Figure 1. Layout detail (run 1).
Window x 141 to 171, y 37 to 67 um. Cells in grey, sequential cells in the stronger grey; small squares are vias.
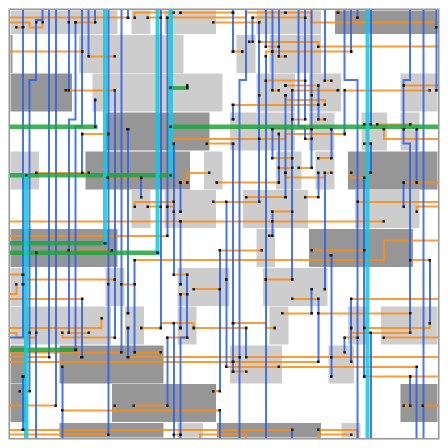
Figure 2. The clock network (run 1).
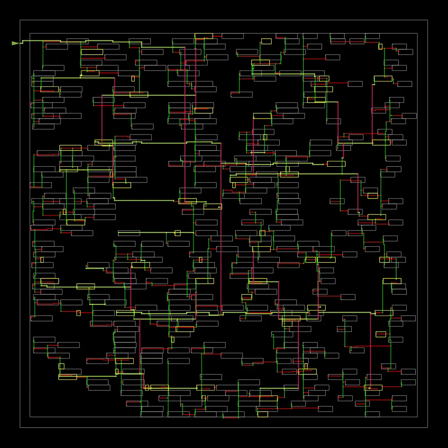
Figure 3. Sequential cells grouped by signal name (run 1).
Bar = 50 um.
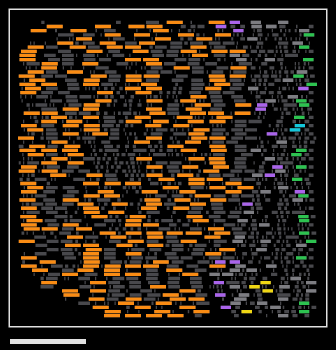
Figure 4. Clock distribution (run 1).
Bar = 50 um.
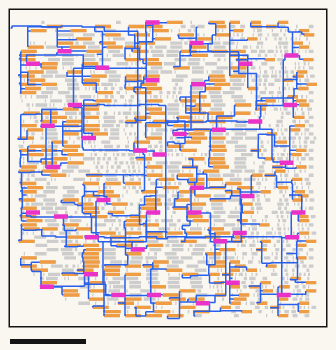
--- src/rtl/memory_layer_node_count_reader_pkg.sv ---
// Shared constants, types and FSM encoding for the memory-layer node-count reader.
package memory_layer_node_count_reader_pkg;

    localparam int NUM_CLASSES = 16;
    localparam int COUNT_W     = 16;
    localparam int CLS_W       = $clog2(NUM_CLASSES);
    localparam int TOTAL_W     = COUNT_W + CLS_W;

    typedef logic [CLS_W-1:0]   class_idx_t;
    typedef logic [COUNT_W-1:0] count_t;
    typedef logic [TOTAL_W-1:0] total_t;

    typedef count_t node_counter_mem_T [NUM_CLASSES];

    typedef enum logic [1:0] {
        ST_IDLE,
        ST_RSP,
        ST_SCAN
    } rd_state_e;

endpackage

--- src/rtl/memory_layer_scan_accum.sv ---
// Running sum plus argmax over a stream of per-class counts; lowest index wins ties.
// Combinational next-values let the caller capture the final result on the last step.
module memory_layer_scan_accum
    import memory_layer_node_count_reader_pkg::*;
#(
    parameter int CNT_W = 16,
    parameter int IDX_W = 4
)(
    input  logic                   clk,
    input  logic                   rst,
    input  logic                   clear,
    input  logic                   step,
    input  logic [IDX_W-1:0]       idx,
    input  logic [CNT_W-1:0]       value,
    output logic [CNT_W+IDX_W-1:0] sum_nxt,
    output logic [IDX_W-1:0]       max_idx_nxt
);

    logic [CNT_W+IDX_W-1:0] sum_q;
    logic [CNT_W-1:0]       max_val_q;
    logic [IDX_W-1:0]       max_idx_q;
    logic                   take;

    // Strict compare keeps the earlier (lower) index on equal counts.
    always_comb begin
        take        = value > max_val_q;
        sum_nxt     = sum_q + (CNT_W+IDX_W)'(value);
        max_idx_nxt = take ? idx : max_idx_q;
    end

    always_ff @(posedge clk) begin
        if (rst || clear) begin
            sum_q     <= '0;
            max_val_q <= '0;
            max_idx_q <= '0;
        end else if (step) begin
            sum_q     <= sum_nxt;
            max_idx_q <= max_idx_nxt;
            if (take) max_val_q <= value;
        end
    end

endmodule

--- src/rtl/memory_layer_node_count_reader.sv ---
// Per-class node-count table with saturating increments, a valid/ready count query
// port and a one-class-per-cycle scan returning total and most-populated class.
module memory_layer_node_count_reader
    import memory_layer_node_count_reader_pkg::*;
#(
    parameter int NUM_CLASSES = memory_layer_node_count_reader_pkg::NUM_CLASSES,
    parameter int COUNT_W     = memory_layer_node_count_reader_pkg::COUNT_W,
    localparam int IDX_W      = $clog2(NUM_CLASSES),
    localparam int SUM_W      = COUNT_W + IDX_W
)(
    input  logic               clk,
    input  logic               rst,
    input  logic               inc_valid,
    input  logic [IDX_W-1:0]   inc_class,
    input  logic               clr,
    input  logic               rd_req_valid,
    output logic               rd_req_ready,
    input  logic [IDX_W-1:0]   rd_class,
    output logic               rd_rsp_valid,
    input  logic               rd_rsp_ready,
    output logic [COUNT_W-1:0] rd_count,
    input  logic               scan_start,
    output logic               scan_busy,
    output logic               scan_done,
    output logic [SUM_W-1:0]   scan_total,
    output logic [IDX_W-1:0]   scan_max_class
);

    localparam logic [IDX_W:0]   NUM_EXT  = (IDX_W+1)'(NUM_CLASSES);
    localparam logic [IDX_W-1:0] LAST_IDX = IDX_W'(NUM_CLASSES - 1);

    logic [COUNT_W-1:0] table_q [NUM_CLASSES];
    rd_state_e          state_q, state_nxt;
    logic [IDX_W-1:0]   idx_q;
    logic [COUNT_W-1:0] rd_count_q;
    logic               scan_done_q;
    logic [SUM_W-1:0]   scan_total_q;
    logic [IDX_W-1:0]   scan_max_q;
    logic               req_fire, scan_go, scan_last;
    logic [COUNT_W-1:0] rd_val;
    logic [SUM_W-1:0]   acc_sum_nxt;
    logic [IDX_W-1:0]   acc_max_nxt;
    logic               inc_ok, rd_ok;

    assign inc_ok = {1'b0, inc_class} < NUM_EXT;
    assign rd_ok  = {1'b0, rd_class} < NUM_EXT;
    assign rd_val = rd_ok ? table_q[rd_class] : '0;

    // clr beats a same-cycle increment; increments never stall.
    always_ff @(posedge clk) begin
        if (rst || clr) begin
            for (int i = 0; i < NUM_CLASSES; i++) table_q[i] <= '0;
        end else if (inc_valid && inc_ok && (table_q[inc_class] != '1)) begin
            table_q[inc_class] <= table_q[inc_class] + COUNT_W'(1);
        end
    end

    always_comb begin
        state_nxt    = state_q;
        rd_req_ready = 1'b0;
        rd_rsp_valid = 1'b0;
        scan_busy    = 1'b0;
        req_fire     = 1'b0;
        scan_go      = 1'b0;
        scan_last    = 1'b0;
        case (state_q)
            ST_IDLE: begin
                rd_req_ready = 1'b1;
                if (rd_req_valid) begin
                    req_fire  = 1'b1;
                    state_nxt = ST_RSP;
                end else if (scan_start) begin
                    scan_go   = 1'b1;
                    state_nxt = ST_SCAN;
                end
            end
            ST_RSP: begin
                rd_rsp_valid = 1'b1;
                if (rd_rsp_ready) state_nxt = ST_IDLE;
            end
            ST_SCAN: begin
                scan_busy = 1'b1;
                if (idx_q == LAST_IDX) begin
                    scan_last = 1'b1;
                    state_nxt = ST_IDLE;
                end
            end
            default: state_nxt = ST_IDLE;
        endcase
    end

    always_ff @(posedge clk) begin
        if (rst) begin
            state_q      <= ST_IDLE;
            idx_q        <= '0;
            rd_count_q   <= '0;
            scan_done_q  <= 1'b0;
            scan_total_q <= '0;
            scan_max_q   <= '0;
        end else begin
            state_q     <= state_nxt;
            scan_done_q <= scan_last;
            if (scan_go) idx_q <= '0;
            else if (scan_busy) idx_q <= idx_q + IDX_W'(1);
            if (req_fire) rd_count_q <= rd_val;
            if (scan_last) begin
                scan_total_q <= acc_sum_nxt;
                scan_max_q   <= acc_max_nxt;
            end
        end
    end

    memory_layer_scan_accum #(
        .CNT_W (COUNT_W),
        .IDX_W (IDX_W)
    ) u_accum (
        .clk         (clk),
        .rst         (rst),
        .clear       (scan_go),
        .step        (scan_busy),
        .idx         (idx_q),
        .value       (table_q[idx_q]),
        .sum_nxt     (acc_sum_nxt),
        .max_idx_nxt (acc_max_nxt)
    );

    assign rd_count       = rd_count_q;
    assign scan_done      = scan_done_q;
    assign scan_total     = scan_total_q;
    assign scan_max_class = scan_max_q;

endmodule

--- config.mk ---
export PLATFORM = sky130hd
export DESIGN_NAME = memory_layer_node_count_reader
export DESIGN_NICKNAME = d
export VERILOG_FILES = /design/src/rtl/memory_layer_node_count_reader_pkg.sv /design/src/rtl/memory_layer_scan_accum.sv /design/src/rtl/memory_layer_node_count_reader.sv
export SDC_FILE = /design/constraint.sdc
export NUM_CORES = 1
export LEC_CHECK = 0
export ABC_CLOCK_PERIOD_IN_PS = 7000
export CAP_MARGIN = 20
export CELL_PAD_IN_SITES_DETAIL_PLACEMENT = 1
export CELL_PAD_IN_SITES_GLOBAL_PLACEMENT = 1
export CORE_MARGIN = 5
export CORE_UTILIZATION = 50
export DETAILED_ROUTE_END_ITERATION = 10
export PLACE_DENSITY_LB_ADDON = 0.1
export SYNTH_ARGS = -nofsm -noshare
export SYNTH_HDL_FRONTEND = slang
export SYNTH_SLANG_ARGS = --single-unit
--- constraint.sdc ---
create_clock -name clk -period 7 [get_ports clk]
set_clock_uncertainty 0.2 [all_clocks]
set_input_delay 1.05 -clock clk [delete_from_list [all_inputs] [get_ports clk]]
set_output_delay 1.05 -clock clk [all_outputs]
set_load 0.01 [all_outputs]
==> summary.txt, run 1 <==
Implementation numbers.

- The warning tally printed by Yosys for this design is 0.
- The worst path needs 5650 ps of the cycle, external delays included.
- The clock passes through at most 3 buffers.
- The number of register bits inferred by synthesis is 347.
- The number of antenna violations at the first check in global routing is 1.
- Hold is met by 254 ps.
- The worst register-to-register path has a setup slack of 1940 ps.
- The number of hold buffers added after CTS was 0.
- The worst slack after detailed placement is 855 ps.
- The overall global routing resource usage is 29.6%.
- The core footprint is 38700 sq um.
- The most used flip-flop cell after synthesis is sky130_fd_sc_hd__edfxtp_1.
- At the end of the flow the core is filled with cells to 57.1%.
- The depth of the worst hold-timing path is 2.
- The share of cell area taken by flip-flops and latches is 43.0%.
- The synthesized instance count is 1494.
- The data required time of the critical path is 6840 ps.
- The power density normalized to cell area is 230 nW/um^2.
- The count of multi-input combinational gates is 997.
- Global routing used 8.90% of the available met3 tracks.
- The critical register-to-register path endpoint is scan_total[19].
- Walking the worst path, the cells encountered are clkdlybuf4s50_1 > and2_1 > a22oi_1 > nand2_1 > nand4_1 > nor4b_2 > a311oi_4 > nand3b_4 > nand2_1.
- Note that the worst hold path type here is reg2reg.
- Measured against the total synthesized area, the mux share comes to 27.1%.
- The number of nets with antenna violations after routing is 0.
- Post-synthesis, Yosys gives the total cell area as 19600 sq um.
- In this run the number of H-tree levels came out at 2.
- The part of the cycle the worst path needs is 80.8%.
- The path with the worst hold slack has its endpoint at scan_total[9].
- Note, the detailed placer reported a final HPWL of 44400 um.
- The tally of OpenROAD warnings is 26.
- Among the non-sequential cells, multiplexers take the most area.
- Among all cell classes, the greatest summed area belongs to sequential cells.
- The total clock sinks is 347.
- The number of design-rule violations left by the first detailed-router iteration is 1212.
- The initialized floorplan defines 72 standard-cell rows.
- The total inserted antenna cells is 0.
- The commonest cells after synthesis are sky130_fd_sc_hd__nor2_1, sky130_fd_sc_hd__edfxtp_1, sky130_fd_sc_hd__mux4_2.
- In this run the maximum-capacitance check reported violations numbering 0.
- The die is 208 um tall.
- The switching power of the nets is 1.29 mW.
- In the final layout, non-clock buffers account for 5.27% of the cell area.
- The final setup violation count is 0.
- The area fraction of the largest cell type after synthesis is 39.2%.
- The number of max-slew violations in the final report is 0.
- Summing the areas of all compound-gate instances in the mapped netlist gives 4.84% of the synthesized area.
- The routed wire length on met2 is 31500 um.
- The worst setup path is captured at a register.
- The most crowded layer after global routing is met2.
- In this run, the synthesized area fraction spent on adder and majority cells is recorded as 2.27%.
- The critical path capture point is table_q[1][1].
- The post-synthesis share of cell area spent on xor and xnor gates is 1.60%.
- The cell area after placement is 20800 sq um.
- The root cell of the clock tree is sky130_fd_sc_hd__clkbuf_16.
- Counting endpoints that fail hold in the final report gives 0.
- The DRC violation total left in the routed layout is recorded as 0.
- During placement, the flow inserted port buffers numbering 58.
- The global-route wire length before repair is 95600 um.
- The origin of the worst min-delay path is scan_total[9].
- The global-route met2 utilization is 49.1%.
- Registers take 9510 sq um.
- The script reports the combined buffer and inverter count of the critical path as 1.
- The count of sequential standard cells is 347.
- The wire length after detailed routing is 64300 um.
- For reference, the critical path is launched at inc_class[3].
- The largest power group is registers.
- The share of async-settable or async-resettable flops after synthesis is 0%.
- The area taken by multi-input combinational cells is reported as 9390 sq um.
- The synthesized netlist was found by Yosys to have 1494 cells.
- The register clock-pin slew on the reported worst setup and hold paths is 60 ps.
- The met1 routing resource usage after global routing is 37.5%.
- The count of cells resized by post-cts repair is 0.
- TritonCTS built the clock tree.
- The number of nets in the layout is 1594.
- Per the OpenROAD timing report, the critical path contains 9 cells.
- The layout has 27 inverters outside the clock class.
- Per the detail_route log, met3 wirelength is 6570 um.
- The number of global-route vias before repair is 14400.
- The fill cell instance count of the final layout is 3789.
- In this run the post-CTS setup repair buffer count came out at 0.
- Adding up every negative setup slack in the final design gives 0 ps.
- Excluding fillers, the count of instances in the completed layout stands at 2090.
- Across the whole layout, multi-input logic makes up 42.5% of the cell area.
- The post-route standard cell area excluding fillers is 22100 sq um.
- The register with the most flip-flops in the layout has 256 of them.
- Headroom to the max-slew limit came out at 27.1%.
- The total sequential power is 2.35 mW.
- The transition time at the pin with the least slew margin is 1090 ps.
- Setup repair after global routing left no endpoint under its margin.
- After synthesis, the cell types taking the most area are sky130_fd_sc_hd__edfxtp_1, sky130_fd_sc_hd__mux4_2, sky130_fd_sc_hd__dfxtp_1, sky130_fd_sc_hd__nor2_1, sky130_fd_sc_hd__nand2_1.
- Entering global routing, the biggest net connects 46 pins.
- In the routed layout, each cell is associated on average with a via count of 6.65.
- The routed wirelength on the met1 layer is recorded as 23600 um.
- According to the tapcell log, the count of inserted taps is 518.
- The horizontal die dimension is 208 um.
- The clock buffer count is 57.
- The overall power is 5.08 mW.
- The cell-mix breakdown from Yosys lists the simple-gate area share as 12.0%.
- sky130_fd_sc_hd__edfxtp_1 takes more of the synthesized area than any other cell.
- The overall overflow remaining after global route is 0.
- For this block, the via count after detailed routing is 13900.
- The number of placed I/O pins is 59.
- The flow ran to the end, and the final reports show no timing, DRC or antenna violations.
- In this run, synthesis inferred 256 flip-flops with an integrated enable.
- Counting flops per register, the top entry is table_q.
- At floorplan, the net count of the design was reported as 1544.
- Sequential cells were found to cover 48.5% of the synthesized design area.
- In this run switching power makes up 25.4% of total power.
- The slowest stage of the critical path belongs to the cell sky130_fd_sc_hd__clkdlybuf4s50_1.
- The cell area that synthesis handed to floorplanning was 19600 sq um.
- Among cell families on the critical path, the largest total delay comes from simple AND/OR/NAND/NOR gates.
- By instance count, the cell type seen most on the critical path is sky130_fd_sc_hd__nand2_1.
- For the worst setup path, the data arrival time is 5500 ps.
- The most common cell in the synthesized netlist is sky130_fd_sc_hd__nor2_1.
- The detailed placer reported the number of placed instances as 2018.
- The highest layer used for signal routing is met5.
- The highest ir drop seen on vdd is 0.217 mV.
Back to the opening pictures, Figure 1:
legend:
  green:
    layer: M3
  cyan:
    layer: M4
  blue:
    layer: M2
  orange:
    layer: M1
netlist names of flops here include: u_accum.max_val_q (3), u_accum.sum_q (3)
most frequent: ha_1 (7), dfxtp_1 (7)
cells with their middle in the window: 43
sequential cells in the window: 8

Back to the opening pictures, Figure 2:
number of buffers created by CTS: 40
Skew-Pair Late Insertion Delay: 570 ps
power drawn by the clock network: 2.09 mW

Back to the opening pictures, Figure 3:
legend:
  green:
    signal: scan_total
    sequential_cells: 20
  purple:
    signal: rd_count
    sequential_cells: 16
  cyan:
    signal: state_q
    sequential_cells: 2
  orange:
    signal: table_q
    sequential_cells: 256
  yellow:
    signal: u_accum.max_idx_q
    sequential_cells: 4
    where: lower right

Back to the opening pictures, Figure 4:
legend:
  magenta:
    item: clock-net drivers
    count: 40
  orange:
    item: flip-flops
    count: 347
  blue:
    item: clock wires
    length: 4700 um
routed clock nets: 41
Clk network pwr share: 41.0%

Figure 5. Cell sizes after repair (run 1).
Bar = 50 um.
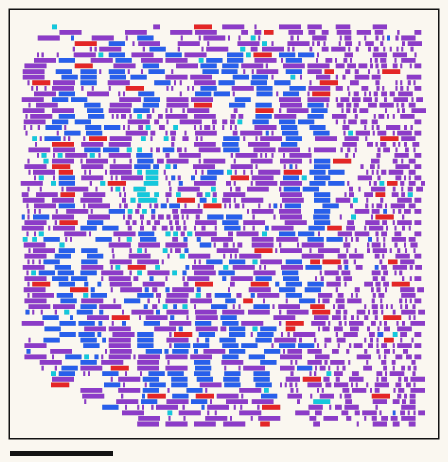

==> run 2: changes to the inputs <==
- ABC_CLOCK_PERIOD_IN_PS: 7000 -> 5500
- clock period: 7 -> 5.5 ns (I/O delays scaled with it)
Figure 6. Cell sizes after repair (run 2).
Bar = 50 um.
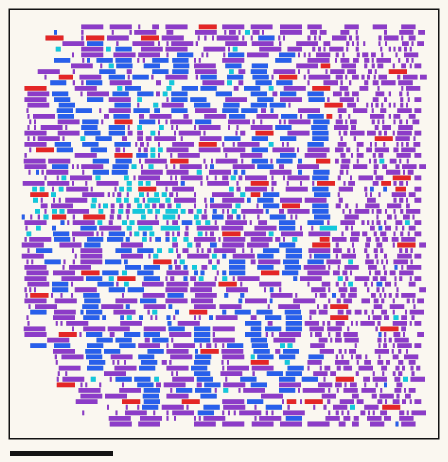
legend:
  purple:
    size: x1 and smaller
    cells: 1151
    most_used: nor2_1
  cyan:
    size: x3 and x4
    cells: 121
    most_used: buf_4
  red:
    size: x6 and larger
    cells: 55
    most_used: clkbuf_16
  blue:
    size: x2
    cells: 290
    most_used: mux4_2

Figure 7. Clock distribution (run 2).
Bar = 50 um.
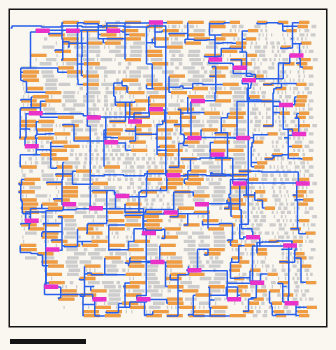
legend:
  blue:
    item: clock wires
    length: 5060 um
  magenta:
    item: clock-net drivers
    count: 41
  orange:
    item: flip-flops
    count: 347
routed clock nets: 42

Figure 8. Layout detail (run 2).
Window x 141 to 171, y 37 to 67 um. Cells in grey, sequential cells in the stronger grey; small squares are vias.
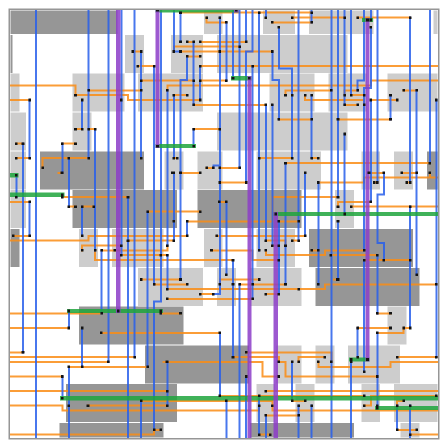
legend:
  purple:
    layer: M4
  orange:
    layer: M1
  green:
    layer: M3
  blue:
    layer: M2
netlist names of flops here include: u_accum.max_val_q (5)
cells with their middle in the window: 43
sequential cells in the window: 9
most frequent: nor2_1 (7), dfxtp_1 (7)

==> run 2 against run 1 <==
Critical path depth increased by 2; largest power group unchanged; largest cell class unchanged; sequential power increased by 27%; clock power increased by about 30%; sequential share of layout area decreased by 0.61 points.
==> summary.txt, run 2 <==
Implementation numbers.

- The critical register-to-register path endpoint is u_accum.max_val_q[5].
- The global-route wire length before repair is 95900 um.
- The total clock sinks is 347.
- Looking at the max-slew report, the worst-margin pin has a slew of 977 ps.
- The maximum level of the CTS H-tree is 2.
- The final worst hold slack is 254 ps.
- Setup repair after global routing left no endpoint under its margin.
- The count of multi-input combinational gates is 997.
- In the power breakdown, the biggest contributor is registers.
- Per the repair_timing log after CTS, setup buffers inserted total 0.
- Hold analysis lists the worst path endpoint as scan_total[10].
- Once the clock tree was built, the resizer swapped 0 gates to a different size.
- Summed over all routing layers, the global router reports a total usage of 29.8%.
- After synthesis, the cell types taking the most area are sky130_fd_sc_hd__edfxtp_1, sky130_fd_sc_hd__mux4_2, sky130_fd_sc_hd__dfxtp_1, sky130_fd_sc_hd__nor2_1, sky130_fd_sc_hd__nand2_1.
- The part of the cycle the worst path needs is 88.0%.
- The type of element capturing the critical path is a register.
- Yosys reports the multiplexer fraction of the synthesized area as 27.1%.
- After layout, the design draws a total of 6.54 mW.
- The number of vias in the routed layout is 14000.
- The script logs the ratio of routed vias to standard cells as 6.58.
- The buffering overhead is 6.48%.
- For this run, the final setup violation count is recorded as 0.
- The cell area after placement is 21100 sq um.
- Looking at the global route congestion table, the highest-usage layer is met2.
- The clock network fraction of total power is 41.5%.
- The critical path goes through buf_4 > mux4_2 > mux4_2 > ha_1 > nand4_1 > or2_2 > or3_1 > o211ai_1 > buf_4 > mux2i_1 > nor2_1.
- The fill cell instance count of the final layout is 3821.
- The final layout report lists a non-clock inverter count of 27.
- The Yosys step of the flow raised 0 warnings.
- The cell depth of the worst setup path is 11.
- The max capacitance violation total is 0.
- Ranked by flip-flop count, first place goes to table_q.
- The final antenna diode tally reported by the flow is 0.
- Counting every instance in the synthesized netlist gives 1494.
- After synthesis, the most frequently instantiated cells are sky130_fd_sc_hd__nor2_1, sky130_fd_sc_hd__edfxtp_1, sky130_fd_sc_hd__mux4_2.
- The placement report lists the number of port buffers as 58.
- Sorting the Yosys area breakdown by cell type puts at the top sky130_fd_sc_hd__edfxtp_1.
- The number of antenna violations at the first check in global routing is 0.
- From left edge to right edge, the die measures 208 um.
- The maximum buffer depth of the clock tree is 3.
- The share of Yosys cell area claimed by the top area cell type is 39.2%.
- The sequential area share after synthesis is 48.5%.
- According to the dpl log, the detail-placed design has an HPWL of 45500 um.
- The smallest clock period supported by the final layout is computed as 4840 ps.
- The tally of OpenROAD warnings is 26.
- The number of hold buffers added after CTS was 0.
- The final cell utilization of the core is 57.9%.
- In this run the clock root is driven by a sky130_fd_sc_hd__clkbuf_16.
- Per report_power, the Clock row totals 2.72 mW.
- The met1 routing resource usage after global routing is 37.9%.
- Summing the areas of all compound-gate instances in the mapped netlist gives 4.84% of the synthesized area.
- The highest ir drop seen on vdd is 0.241 mV.
- The DRC violations left is 0.
- The critical path capture point is u_accum.max_val_q[5].
- The routed wire length on met2 is 31900 um.
- The register clock-pin slew on the reported worst setup and hold paths is 60 ps.
- The number of global-route vias before repair came to 14700.
- The critical path endpoint has a required time of 5700 ps.
- The final timing report lists a max-slew violation count of 0.
- Headroom to the max-slew limit came out at 34.6%.
- The share of cell area taken by flip-flops and latches is 42.4%.
- The sum of buffers and inverters on the critical path is 2.
- TritonCTS built the clock tree.
- The number of nets in the layout is 1635.
- The number of flops mapped to enable cells by yosys is 256.
- In the hold timing report, the worst path depth is 2.
- The detail route stage leaves a number of antenna-violating nets equal to 0.
- The combinational share of cell area is 41.9%.
- In the post-synthesis netlist, the cell with the most instances is sky130_fd_sc_hd__nor2_1.
- The final layout report lists a clock buffer count of 55.
- The sequential standard cell area is 9510 sq um.
- After synthesis, the design contains 1494 cells according to Yosys.
- The clock reaches the later pin of the worst-skew pair after 560 ps.
- In the synthesized netlist the dominant register cell turns out to be sky130_fd_sc_hd__edfxtp_1.
- In this run, the synthesized area fraction spent on and/or/nand/nor cells is recorded as 12.0%.
- The met1 wire length is 24200 um.
- Endpoints failing hold in the final report were tallied at 0.
- The timing report gives the worst reg2reg path a setup slack of 660 ps.
- Global routing used 49.6% of the available met2 tracks.
- The design received a total of 518 well taps at floorplan.
- The mapped cell area is 19600 sq um.
- At floorplan, the net count of the design was reported as 1544.
- The region available for standard cell placement spans 38700 sq um.
- The flow ran to the end, and the final reports show no timing, DRC or antenna violations.
- The flip-flop count of the largest register, all copies and words added is 256.
- The post-synthesis share of cell area spent on xor and xnor gates is 1.60%.
- The switching power of the nets is 1.70 mW.
- STA puts the critical path data arrival time at 5040 ps.
- After routing the design area is 22400 sq um.
- Yosys reported that registers with async set or reset make up 0%.
- The number of placed I/O pins is 59.
- In the final timing run, aggregate negative setup slack is 0 ps.
- The critical path's slowest stage uses the library cell sky130_fd_sc_hd__dfxtp_2.
- Row generation in the floorplan step produced 72 rows.
- The number of design-rule violations left by the first detailed-router iteration is 1488.
- The overall overflow remaining after global route is 0.
- After detailed routing, the met3 layer carries 6060 um of wire.
- Among the non-sequential cells, multiplexers take the most area.
- The filler-free cell count of the finished design is 2135.
- Of the total synthesized cell area, the portion taken by full adders, half adders and majority gates is 2.27%.
- The power density normalized to cell area is 292 nW/um^2.
- Sequential cells placed in the final layout were counted as 347.
- Global routing used 7.14% of the available met3 tracks.
- The number of register bits inferred by synthesis is 347.
- Grouping stages by cell kind, the critical path spends the most delay in multiplexers.
Power and IR drop assume default switching activity.
